==> images/sizing.png <==
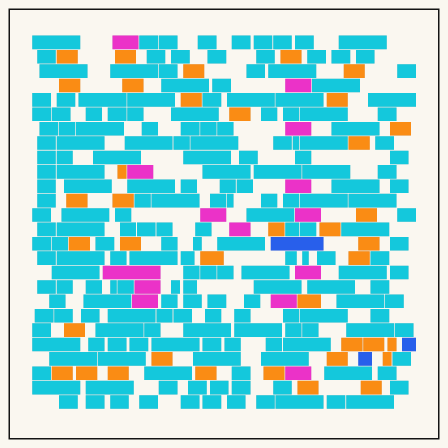
==> images/util_map.png <==
8 x 8 tiles, from white (low) to dark blue (high), 0 to 100% covered.
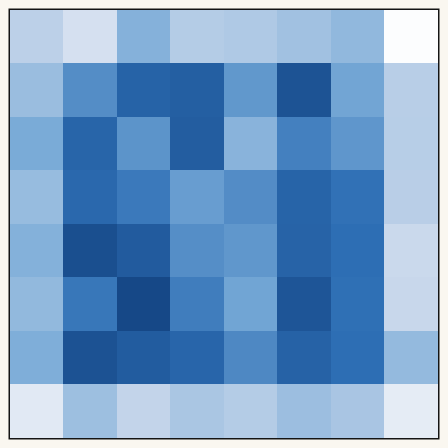
==> images/closeup.png <==
Window x 51 to 71, y 51 to 71 um. Cells in grey, sequential cells in the stronger grey; small squares are vias.
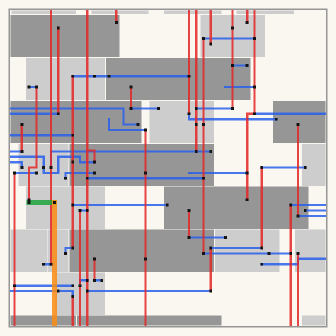
--- src/rtl/inst_pipe.sv ---
// Instruction-word pipeline IF/ID -> ID/EX -> EX/M -> M/WB with load-use bubbles,
// branch flush (deferred across mem_busy) and freeze. Optional perf counters: INST_PIPE_PERF_CNT_EN.
module inst_pipe #(
  parameter logic [15:0] NOP_WORD  = 16'h0000,
  parameter logic [3:0]  LOAD_OP_A = 4'b1010,
  parameter logic [3:0]  LOAD_OP_B = 4'b1100
) (
  input  logic        clk,
  input  logic        rst_n,
  input  logic [15:0] inst_if,
  input  logic        if_valid,
  input  logic        flush,
  input  logic        mem_busy,
  output logic [15:0] inst_id,
  output logic [15:0] inst_ex,
  output logic [15:0] inst_m,
  output logic [15:0] inst_wb,
  output logic        stall,
  output logic        flush_pending
`ifdef INST_PIPE_PERF_CNT_EN
  ,
  output logic [15:0] stall_cnt,
  output logic [15:0] flush_cnt
`endif
);

  typedef enum logic [1:0] {
    ACT_ADVANCE,
    ACT_HOLD,
    ACT_FLUSH,
    ACT_BUBBLE
  } action_t;

  action_t action;
  logic    eff_flush;
  logic    load_use;
  logic    ex_is_load;
  logic    op1_hit;
  logic    op2_hit;

  function automatic logic reads_op1(input logic [3:0] op);
    return (op[3:1] == 3'b100) || (op[3:1] == 3'b010) || (op == 4'b0110) ||
           (op == 4'b1111)     || (op[3:1] == 3'b101) || (op[3:1] == 3'b110);
  endfunction

  function automatic logic reads_op2(input logic [3:0] op);
    return (op == 4'b1111) || (op[3:1] == 3'b101) || (op[3:1] == 3'b110);
  endfunction

  always_comb begin
    ex_is_load = (inst_ex[15:12] == LOAD_OP_A) || (inst_ex[15:12] == LOAD_OP_B);
    op1_hit    = reads_op1(inst_id[15:12]) && (inst_id[11:8] == inst_ex[11:8]);
    op2_hit    = reads_op2(inst_id[15:12]) && (inst_id[7:4]  == inst_ex[11:8]);
    load_use   = ex_is_load && (op1_hit || op2_hit);
    eff_flush  = flush | flush_pending;
    stall      = mem_busy | (load_use & ~eff_flush);
  end

  always_comb begin
    action = ACT_ADVANCE;
    if (mem_busy)       action = ACT_HOLD;
    else if (eff_flush) action = ACT_FLUSH;
    else if (load_use)  action = ACT_BUBBLE;
  end

  always_ff @(posedge clk or negedge rst_n) begin
    if (!rst_n) begin
      inst_id <= NOP_WORD;
      inst_ex <= NOP_WORD;
      inst_m  <= NOP_WORD;
      inst_wb <= NOP_WORD;
    end else begin
      case (action)
        ACT_HOLD: ;
        ACT_FLUSH: begin
          inst_id <= NOP_WORD;
          inst_ex <= NOP_WORD;
          inst_m  <= inst_ex;
          inst_wb <= inst_m;
        end
        ACT_BUBBLE: begin
          inst_ex <= NOP_WORD;
          inst_m  <= inst_ex;
          inst_wb <= inst_m;
        end
        default: begin
          inst_id <= if_valid ? inst_if : NOP_WORD;
          inst_ex <= inst_id;
          inst_m  <= inst_ex;
          inst_wb <= inst_m;
        end
      endcase
    end
  end

  // A flush arriving while frozen is remembered and applied on the first non-busy edge.
  always_ff @(posedge clk or negedge rst_n) begin
    if (!rst_n) begin
      flush_pending <= 1'b0;
    end else if (mem_busy) begin
      if (flush) flush_pending <= 1'b1;
    end else if (eff_flush) begin
      flush_pending <= 1'b0;
    end
  end

`ifdef INST_PIPE_PERF_CNT_EN
  always_ff @(posedge clk or negedge rst_n) begin
    if (!rst_n) begin
      stall_cnt <= '0;
      flush_cnt <= '0;
    end else begin
      if (action == ACT_BUBBLE && stall_cnt != '1) stall_cnt <= stall_cnt + 16'd1;
      if (action == ACT_FLUSH  && flush_cnt != '1) flush_cnt <= flush_cnt + 16'd1;
    end
  end
`endif

endmodule

--- config.mk ---
export PLATFORM = sky130hd
export DESIGN_NAME = inst_pipe
export DESIGN_NICKNAME = d
export VERILOG_FILES = /design/src/rtl/inst_pipe.sv
export SDC_FILE = /design/constraint.sdc
export NUM_CORES = 1
export LEC_CHECK = 0
export CAP_MARGIN = 40
export CORE_MARGIN = 4
export CORE_UTILIZATION = 48
export DETAILED_ROUTE_END_ITERATION = 8
export GPL_ROUTABILITY_DRIVEN = 0
export HOLD_SLACK_MARGIN = 0.1
export MAX_ROUTING_LAYER = met4
export PLACE_DENSITY_LB_ADDON = 0.12
export REMOVE_ABC_BUFFERS = 1
export SYNTH_ARGS = -nofsm -noshare
export SYNTH_HDL_FRONTEND = slang
export SYNTH_SLANG_ARGS = --single-unit
--- constraint.sdc ---
create_clock -name clk -period 7.48 [get_ports clk]
set_clock_uncertainty 0.2 [all_clocks]
set_input_delay 1.496 -clock clk [delete_from_list [all_inputs] [get_ports clk]]
set_output_delay 1.496 -clock clk [all_outputs]
set_load 0.01 [all_outputs]
==> impl_metrics.csv <==
group,metric,value,unit
synthesis,netlist_area,0.00255,mm2
synthesis,top_cell,"dfrtp_1",
synthesis,synth-simple-area-share,0.0279,
global_routing,grt_pass1_vias,1836,
min_path,hp-class,"flop to flop",
setup_path,reg2reg_to,"inst_id[8]",
power_and_ir_drop,p_per_area,208,mW/mm2
cts,root_buffer,"clkbuf_8",
min_path,min_from,"inst_wb[14]",
timing,slew_headroom,0.447,
floorplanning,initial_core_util,0.497,
timing,tns,0,ns
setup_path,crit_arrival,3.46,ns
cts,cts_buffer_depth,2,
finish,post-route-util,0.712,
finish,lay_top_count,"clkdlybuf4s50_1",
drt,drcViolationCount,0,
setup_path,rr_startpoint,"inst_ex[10]",
place,place_ws,2.36,ns
cts,cts_htree_levels,3,
floorplanning,ios,87,
synthesis,edf_count,0,
drt,finalWirelength,5540,um
run_status,status,"finished, final reports clean",
synthesis,synth_adder_area_share,0,
timing,setup_violations,0,
finish,lay_top_cells,"clkdlybuf4s50_1 (84), dfrtp_1 (65), mux2_2 (32), a22o_1 (32), clkbuf_8 (12)",
finish,stdcell_count,329,
timing,rsz0062_at_grt,"false",
min_path,hold_path_depth,1,
place,placed_area,0.00345,mm2
job,max-cap-violations,0,
synthesis,muxShareOfSynthArea,0.141,
global_routing,gr-total-overflow,0,
floorplanning,coreArea,0.00514,mm2
setup_path,r2r_slack,4.87,ns
timing,fmax,194,MHz
synthesis,synth_area_per_cell,15.6,um2
cts,post-cts-setup-buffers,0,
min_path,min_to,"inst_wb[14]",
power_and_ir_drop,power_leakage,1.67,nW
place,place_inst,313,
finish,layout-drive-gt1-share,0.212,
drt,drtIter0Drc,64,
setup_path,r2r_cells,5,
synthesis,top_area_frac,0.637,
finish,diodes,0,
global_routing,grt_pass1_wl,9080,um
place,portBuffers,86,
cts,cts_tree,"built",
floorplanning,die_h,80.9,um
timing,fin_hold_ws,0.304,ns
place,dp_hpwl,3660,um
power_and_ir_drop,ir_drop,0.158,mV
finish,nNetsFinal,275,
synthesis,ys_warn_count,0,
job,tool_warnings,25,
synthesis,top_cells_by_count,"dfrtp_1 (65), a22o_1 (32), mux2_2 (32)",
global_routing,grt_max_degree,66,
Notes on sizing.png above:
Key: blue = x3 and x4 [cells 3, most used buf_4]; orange = x2 [cells 38, most used mux2_2]; magenta = x6 and larger [cells 14, most used clkbuf_8]; cyan = x1 and smaller [cells 204, most used clkdlybuf4s50_1]
final worst slack: 2.32 ns
Non-Filler Cell Area, Final: 0.00366 mm2
Area growth syn-to-layout: 43.4%
Signal buffers: 89

Notes on util_map.png above:
The fullest tile reaches 90%. The emptiest ninth of the die: north-east. 27% of the tiles are over 75% full. 1.6% of the tiles are nearly empty. The mean over all tiles is 55%.

Notes on closeup.png above:
Key: orange = M4; red = M2; green = M3; blue = M1
Sequential cells in the window: 6. 16 logic cells have their middle in the window. Most frequent: dfrtp_1 (6), mux2_2 (3). Netlist names of flops here include inst_ex (2), inst_m (2).

routing by layer:
| layer | vias up | track usage | routed length, um |
|---|---|---|---|
| li1 | 791 | - | - |
| met1 | 849 | 0.259 | 2540 |
| met2 | 54 | 0.280 | 2640 |
| met3 | 10 | 0.0377 | 257 |
| met4 | 0 | 0.0912 | 107 |
| met5 | - | - | 0 |
power breakdown:
group | internal (mW) | switching [mW] | total (mW)
Sequential | 0.364 | 0.0118 | 0.376
Clock | 0.181 | 0.124 | 0.305
Combinational | 0.0462 | 0.0352 | 0.0814
area by class of cell:
| type | instances | area (um2) |
|---|---|---|
| well taps | 70 | 87.6 |
| clock inverters | 2 | 35.0 |
| fillers | 407 | 1480 |
| multi-input cells | 89 | 862 |
| repair buffers | 89 | 877 |
| clock buffers | 14 | 173 |
| flip-flops and latches | 65 | 1630 |
flip-flops by register name (all words and copies together), names as in the netlist:
| signal | flops |
|---|---|
| inst_ex | 16 |
| inst_id | 16 |
| inst_m | 16 |
| inst_wb | 16 |
| flush_pending | 1 |
worst max-delay path, cell delays in order:
cell             delay [ns]
clkdlybuf4s50_1        0.46
nor2_1                 0.19
a31o_1                 0.64
clkdlybuf4s50_1        0.67
how the worst max path moves through the flow:
| stage | from | end | slack (ns) | cells past startpoint |
|---|---|---|---|---|
| finish | flush | stall | 2.32 | 4 |
| global route | flush | stall | 2.19 | 4 |
| CTS | flush | stall | 2.34 | 4 |
| detailed placement | flush | stall | 2.36 | 4 |
| global placement | flush | stall | 2.40 | 4 |
| floorplan | flush | stall | 3.69 | 2 |
kinds of logic after synthesis:
kind of cell    Yosys count
simple gates             10
buf+inv                  10
flops                    65
mux                      32
compound gates           38
xor+xnor                  9
No activity file was given, so power comes from the tool's default toggle rates.
